## src/rtl/multi_cycle_controller.sv

```systemverilog
// Control FSM for the multi-cycle RV32I core. It sequences the shared-memory datapath
// and halts on illegal instructions or on memory that never answers.
module multi_cycle_controller #(
  parameter int unsigned MEM_TIMEOUT = 0,
  parameter int unsigned ALUCTL_W    = 4
) (
  input  logic                Clk,
  input  logic                Rst_n,
  input  logic [6:0]          op,
  input  logic [2:0]          func3,
  input  logic [6:0]          func7,
  input  logic                Zero,
  input  logic                Lt,
  input  logic                MemReady,
  output logic                PCWrite,
  output logic                AdrSrc,
  output logic                IRWrite,
  output logic                MemWrite,
  output logic                RegWrite,
  output logic [1:0]          ResultSrc,
  output logic [1:0]          ALUSrcA,
  output logic [1:0]          ALUSrcB,
  output logic [2:0]          ImmSrc,
  output logic [ALUCTL_W-1:0] ALUControl,
  output logic                Halt,
  output logic [3:0]          State
);

  typedef enum logic [3:0] {
    FETCH    = 4'd0,
    DECODE   = 4'd1,
    MEMADR   = 4'd2,
    MEMREAD  = 4'd3,
    MEMWB    = 4'd4,
    MEMWRITE = 4'd5,
    EXECR    = 4'd6,
    EXECI    = 4'd7,
    ALUWB    = 4'd8,
    JAL      = 4'd9,
    JALR     = 4'd10,
    BRANCH   = 4'd11,
    LUI      = 4'd12,
    ERROR    = 4'd15
  } stateT;

  localparam logic [6:0] OP_LOAD   = 7'b0000011;
  localparam logic [6:0] OP_STORE  = 7'b0100011;
  localparam logic [6:0] OP_R      = 7'b0110011;
  localparam logic [6:0] OP_I      = 7'b0010011;
  localparam logic [6:0] OP_BRANCH = 7'b1100011;
  localparam logic [6:0] OP_JAL    = 7'b1101111;
  localparam logic [6:0] OP_JALR   = 7'b1100111;
  localparam logic [6:0] OP_LUI    = 7'b0110111;

  localparam logic [2:0] IMM_I = 3'b000;
  localparam logic [2:0] IMM_S = 3'b001;
  localparam logic [2:0] IMM_B = 3'b010;
  localparam logic [2:0] IMM_J = 3'b011;
  localparam logic [2:0] IMM_U = 3'b100;

  localparam logic [2:0] ALU_ADD  = 3'd0;
  localparam logic [2:0] ALU_SUB  = 3'd1;
  localparam logic [2:0] ALU_AND  = 3'd2;
  localparam logic [2:0] ALU_OR   = 3'd3;
  localparam logic [2:0] ALU_XOR  = 3'd4;
  localparam logic [2:0] ALU_SLT  = 3'd5;
  localparam logic [2:0] ALU_SLTU = 3'd6;

  stateT       state, nextState;
  logic [31:0] waitCount, waitNext;
  logic        timeoutHit;
  logic [2:0]  f3Code, aluSel;
  logic        f3Ok, rLegal;

  always_ff @(posedge Clk) begin
    if (!Rst_n) begin
      state     <= FETCH;
      waitCount <= '0;
    end else begin
      state     <= nextState;
      waitCount <= waitNext;
    end
  end

  // Shared func3 map for register and immediate ALU ops; shifts are not supported.
  always_comb begin
    f3Code = ALU_ADD;
    f3Ok   = 1'b1;
    case (func3)
      3'b000:  f3Code = ALU_ADD;
      3'b111:  f3Code = ALU_AND;
      3'b110:  f3Code = ALU_OR;
      3'b100:  f3Code = ALU_XOR;
      3'b010:  f3Code = ALU_SLT;
      3'b011:  f3Code = ALU_SLTU;
      default: f3Ok   = 1'b0;
    endcase
  end

  assign rLegal = ((func7 == 7'b0000000) && f3Ok) ||
                  ((func7 == 7'b0100000) && (func3 == 3'b000));

  // A ready cycle always wins over the timeout, so the limit only fires while still waiting.
  assign timeoutHit = (MEM_TIMEOUT != 0) && !MemReady && (waitCount == MEM_TIMEOUT - 1);

  always_comb begin
    waitNext = waitCount;
    if (nextState != state)
      waitNext = '0;
    else if ((state inside {FETCH, MEMREAD, MEMWRITE}) && !MemReady)
      waitNext = waitCount + 32'd1;
  end

  always_comb begin
    nextState = state;
    PCWrite   = 1'b0;
    AdrSrc    = 1'b0;
    IRWrite   = 1'b0;
    MemWrite  = 1'b0;
    RegWrite  = 1'b0;
    ResultSrc = 2'b00;
    ALUSrcA   = 2'b00;
    ALUSrcB   = 2'b00;
    ImmSrc    = IMM_I;
    aluSel    = ALU_ADD;
    Halt      = 1'b0;
    case (state)
      FETCH: begin
        ALUSrcB   = 2'b10;
        ResultSrc = 2'b10;
        IRWrite   = MemReady;
        PCWrite   = MemReady;
        if (MemReady)        nextState = DECODE;
        else if (timeoutHit) nextState = ERROR;
      end
      DECODE: begin
        ALUSrcA = 2'b01;
        ALUSrcB = 2'b01;
        ImmSrc  = (op == OP_JAL) ? IMM_J : IMM_B;
        case (op)
          OP_LOAD, OP_STORE: nextState = MEMADR;
          OP_R:              nextState = EXECR;
          OP_I:              nextState = EXECI;
          OP_BRANCH:         nextState = BRANCH;
          OP_JAL:            nextState = JAL;
          OP_JALR:           nextState = (func3 == 3'b000) ? JALR : ERROR;
          OP_LUI:            nextState = LUI;
          default:           nextState = ERROR;
        endcase
      end
      MEMADR: begin
        ALUSrcA = 2'b10;
        ALUSrcB = 2'b01;
        ImmSrc  = (op == OP_STORE) ? IMM_S : IMM_I;
        if (func3 != 3'b010)    nextState = ERROR;
        else if (op == OP_STORE) nextState = MEMWRITE;
        else                     nextState = MEMREAD;
      end
      MEMREAD: begin
        AdrSrc = 1'b1;
        if (MemReady)        nextState = MEMWB;
        else if (timeoutHit) nextState = ERROR;
      end
      MEMWB: begin
        ResultSrc = 2'b01;
        RegWrite  = 1'b1;
        nextState = FETCH;
      end
      MEMWRITE: begin
        AdrSrc   = 1'b1;
        MemWrite = 1'b1;
        if (MemReady)        nextState = FETCH;
        else if (timeoutHit) nextState = ERROR;
      end
      EXECR: begin
        ALUSrcA = 2'b10;
        if (rLegal) begin
          aluSel    = (func7 == 7'b0100000) ? ALU_SUB : f3Code;
          nextState = ALUWB;
        end else begin
          nextState = ERROR;
        end
      end
      EXECI: begin
        ALUSrcA = 2'b10;
        ALUSrcB = 2'b01;
        if (f3Ok) begin
          aluSel    = f3Code;
          nextState = ALUWB;
        end else begin
          nextState = ERROR;
        end
      end
      ALUWB: begin
        RegWrite  = 1'b1;
        nextState = FETCH;
      end
      JALR: begin
        ALUSrcA   = 2'b10;
        ALUSrcB   = 2'b01;
        nextState = JAL;
      end
      // The jump target already sits in ALUOut; the ALU forms the link value OldPC+4.
      JAL: begin
        PCWrite   = 1'b1;
        ALUSrcA   = 2'b01;
        ALUSrcB   = 2'b10;
        nextState = ALUWB;
      end
      BRANCH: begin
        ALUSrcA   = 2'b10;
        aluSel    = ALU_SUB;
        nextState = FETCH;
        case (func3)
          3'b000:  PCWrite   = Zero;
          3'b001:  PCWrite   = !Zero;
          3'b100:  PCWrite   = Lt;
          3'b101:  PCWrite   = !Lt;
          default: nextState = ERROR;
        endcase
      end
      LUI: begin
        ImmSrc    = IMM_U;
        ResultSrc = 2'b11;
        RegWrite  = 1'b1;
        nextState = FETCH;
      end
      ERROR: begin
        Halt      = 1'b1;
        nextState = ERROR;
      end
      default: nextState = ERROR;
    endcase

    // Keep the datapath quiet while reset is held, even mid-instruction.
    if (!Rst_n) begin
      PCWrite   = 1'b0;
      AdrSrc    = 1'b0;
      IRWrite   = 1'b0;
      MemWrite  = 1'b0;
      RegWrite  = 1'b0;
      ResultSrc = 2'b00;
      ALUSrcA   = 2'b00;
      ALUSrcB   = 2'b00;
      ImmSrc    = IMM_I;
      aluSel    = ALU_ADD;
    end
  end

  assign ALUControl = ALUCTL_W'(aluSel);
  assign State      = state;

endmodule

```

## config.mk

```make
export PLATFORM = sky130hd
export DESIGN_NAME = multi_cycle_controller
export DESIGN_NICKNAME = d
export VERILOG_FILES = /design/src/rtl/multi_cycle_controller.sv
export SDC_FILE = /design/constraint.sdc
export NUM_CORES = 1
export LEC_CHECK = 0
export ABC_CLOCK_PERIOD_IN_PS = 4700
export CAP_MARGIN = 20
export CORE_MARGIN = 2
export CORE_UTILIZATION = 44
export DETAILED_ROUTE_END_ITERATION = 10
export GPL_TIMING_DRIVEN = 0
export PLACE_DENSITY = 0.85
export SLEW_MARGIN = 10
export SYNTH_ARGS = -nofsm -noshare
export SYNTH_HDL_FRONTEND = slang
export SYNTH_SLANG_ARGS = --single-unit
export TNS_END_PERCENT = 50
```

## constraint.sdc

```tcl
create_clock -name Clk -period 4.7 [get_ports Clk]
set_clock_uncertainty 0.1 [all_clocks]
set_input_delay 0.94 -clock Clk [delete_from_list [all_inputs] [get_ports Clk]]
set_output_delay 0.94 -clock Clk [all_outputs]
set_load 0.01 [all_outputs]
```

Figure 1. Clock distribution.
(6 px per um)
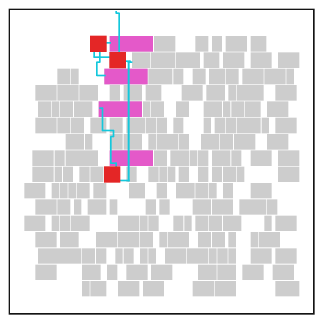
red -> clock-net drivers  # count 3
cyan -> clock wires  # length 63.3 um
magenta -> flip-flops  # count 4
routed clock nets = 4
clock network power: 0.0427 mW
Clk pwr share: 7.6%
Skew-Pair Late Insertion Delay: 240 ps

Figure 2. Congestion heat map.
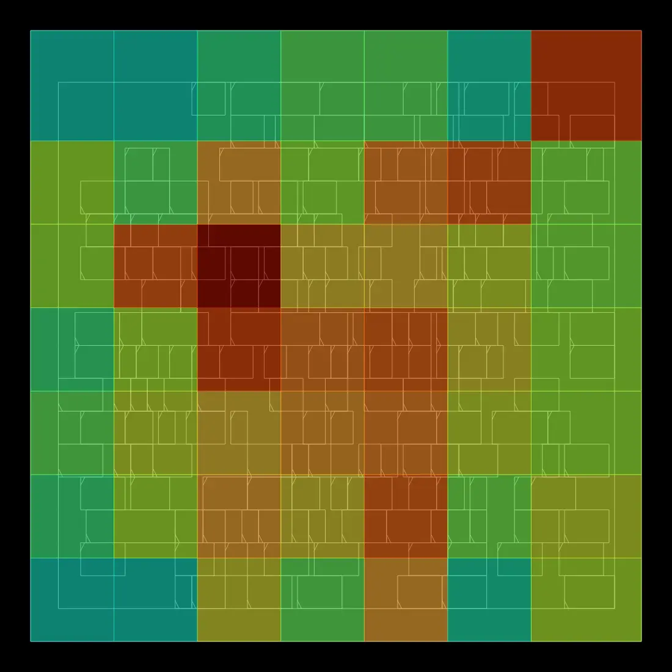
met3 Track Usage GR: 1.49%
GRT Util Overall: 24.2%
final core occ: 70.9%

==> qor.yml <==
route:
  post_drt_wl_per_cell_um: 14.6
  top_layer: "met4"
  postRouteAntennaNets: 0
  m1WireLength_um: 1270
  drt_first_iter_violations: 31
sta:
  fin_hold_ws_ps: 727
  fin_setup_tns_ps: 0
  fmax_mhz: 253
  drv_slew: 0
  finalCriticalPeriod_ps: 3950
layout:
  drive_gt1_share_pct: 12.5
  largest_register_ffs: 4
  logic_gates: 121
  nFillCells: 172
  buf_share_pct: 34.7
  nets: 208
  largest_class: "multi-input combinational cells"
  fin_area_um2: 1420
  layout_top_cells: "clkdlybuf4s50_1 (41), nor2_1 (18), nand2_1 (11)"
  area_delta_synth_final_pct: 49.0
  flops: 4
worst_setup_path:
  critPathLaunch: "func7[3]"
  cpMaxStageDelayCell: "clkdlybuf4s50_1"
  crit_chain: "clkdlybuf4s50_1, nor4_2, nand2_1, nor3_1, o2111ai_1, nor3b_2, clkdlybuf4s50_1"
  worstPathArrival_ps: 2910
  crit_buf_inv: 2
  required_ps: 3660
  critPathMaxFanout: 2
  cp_common_cell: "clkdlybuf4s50_1"
grt:
  grt_pass1_vias: 1153
clocking:
  h-tree-depth: 1
  cts_resized: 0
  cts_sinks: 4
  cts_setup_buffers: 0
  cts-hold-fix-buffers: 0
power:
  p_seq_share_pct: 12.0
  powerComb_mw: 0.454
  p_int_mw: 0.288
  swShare_pct: 49.1
  max-vdd-ir-drop_mv: 0.247
  p_comb_share_pct: 80.4
status:
  status: "complete, no violations"
synth:
  synth_area_um2: 952
  ys_top_cells_by_count: "nor2_1 (18), nand2_1 (11), a21oi_1 (10)"
  topCellsByArea: "dfxtp_1 (8.4%), nor2_1 (7.1%), a21oi_1 (5.3%)"
  synth-warning-count: 0
  mux_share_pct: 3.29
  postSynthAreaPerCell_um2: 6.80
  ff_type: "dfxtp_1"
  edf_count: 0
  fp_nets: 162
  netlist.area_leader.share_pct: 8.41
  ys_sh_xor_pct: 4.60
  synth.distinct_cells: 49
  async_reset_ff_share_pct: 0
place:
  dpl_cell_area_um2: 1400
  io_buffers: 41
hold_path:
  hold_depth: 3
floorplan:
  dieWidth_um: 50.5
run:
  tool_warnings: 26
Figure 3. The metal 1 layer.
(6 px per um)
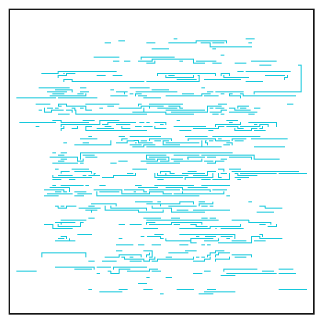
main direction = horizontal
wire length on this layer = 1270 um
longest straight run = 25.3 um
share of all routed wire = 41%
nets with wire on the layer = 180
Routed WL: 3090 um
met1 Use GR: 27.8%
DR vias: 1218

Figure 4. Logic cells by family.
(6 px per um)
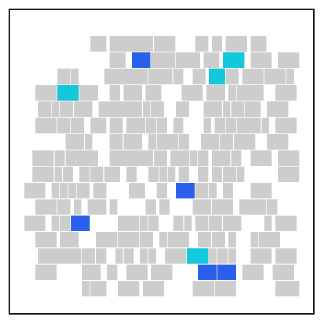
blue -> xor and xnor cells  # cells 5, most used xor2_1
cyan -> non-inverting ao/oa cells  # cells 4
Commonest Layout Cell: clkdlybuf4s50_1
fin cells: 211

Power is estimated from default activity; no workload was simulated.
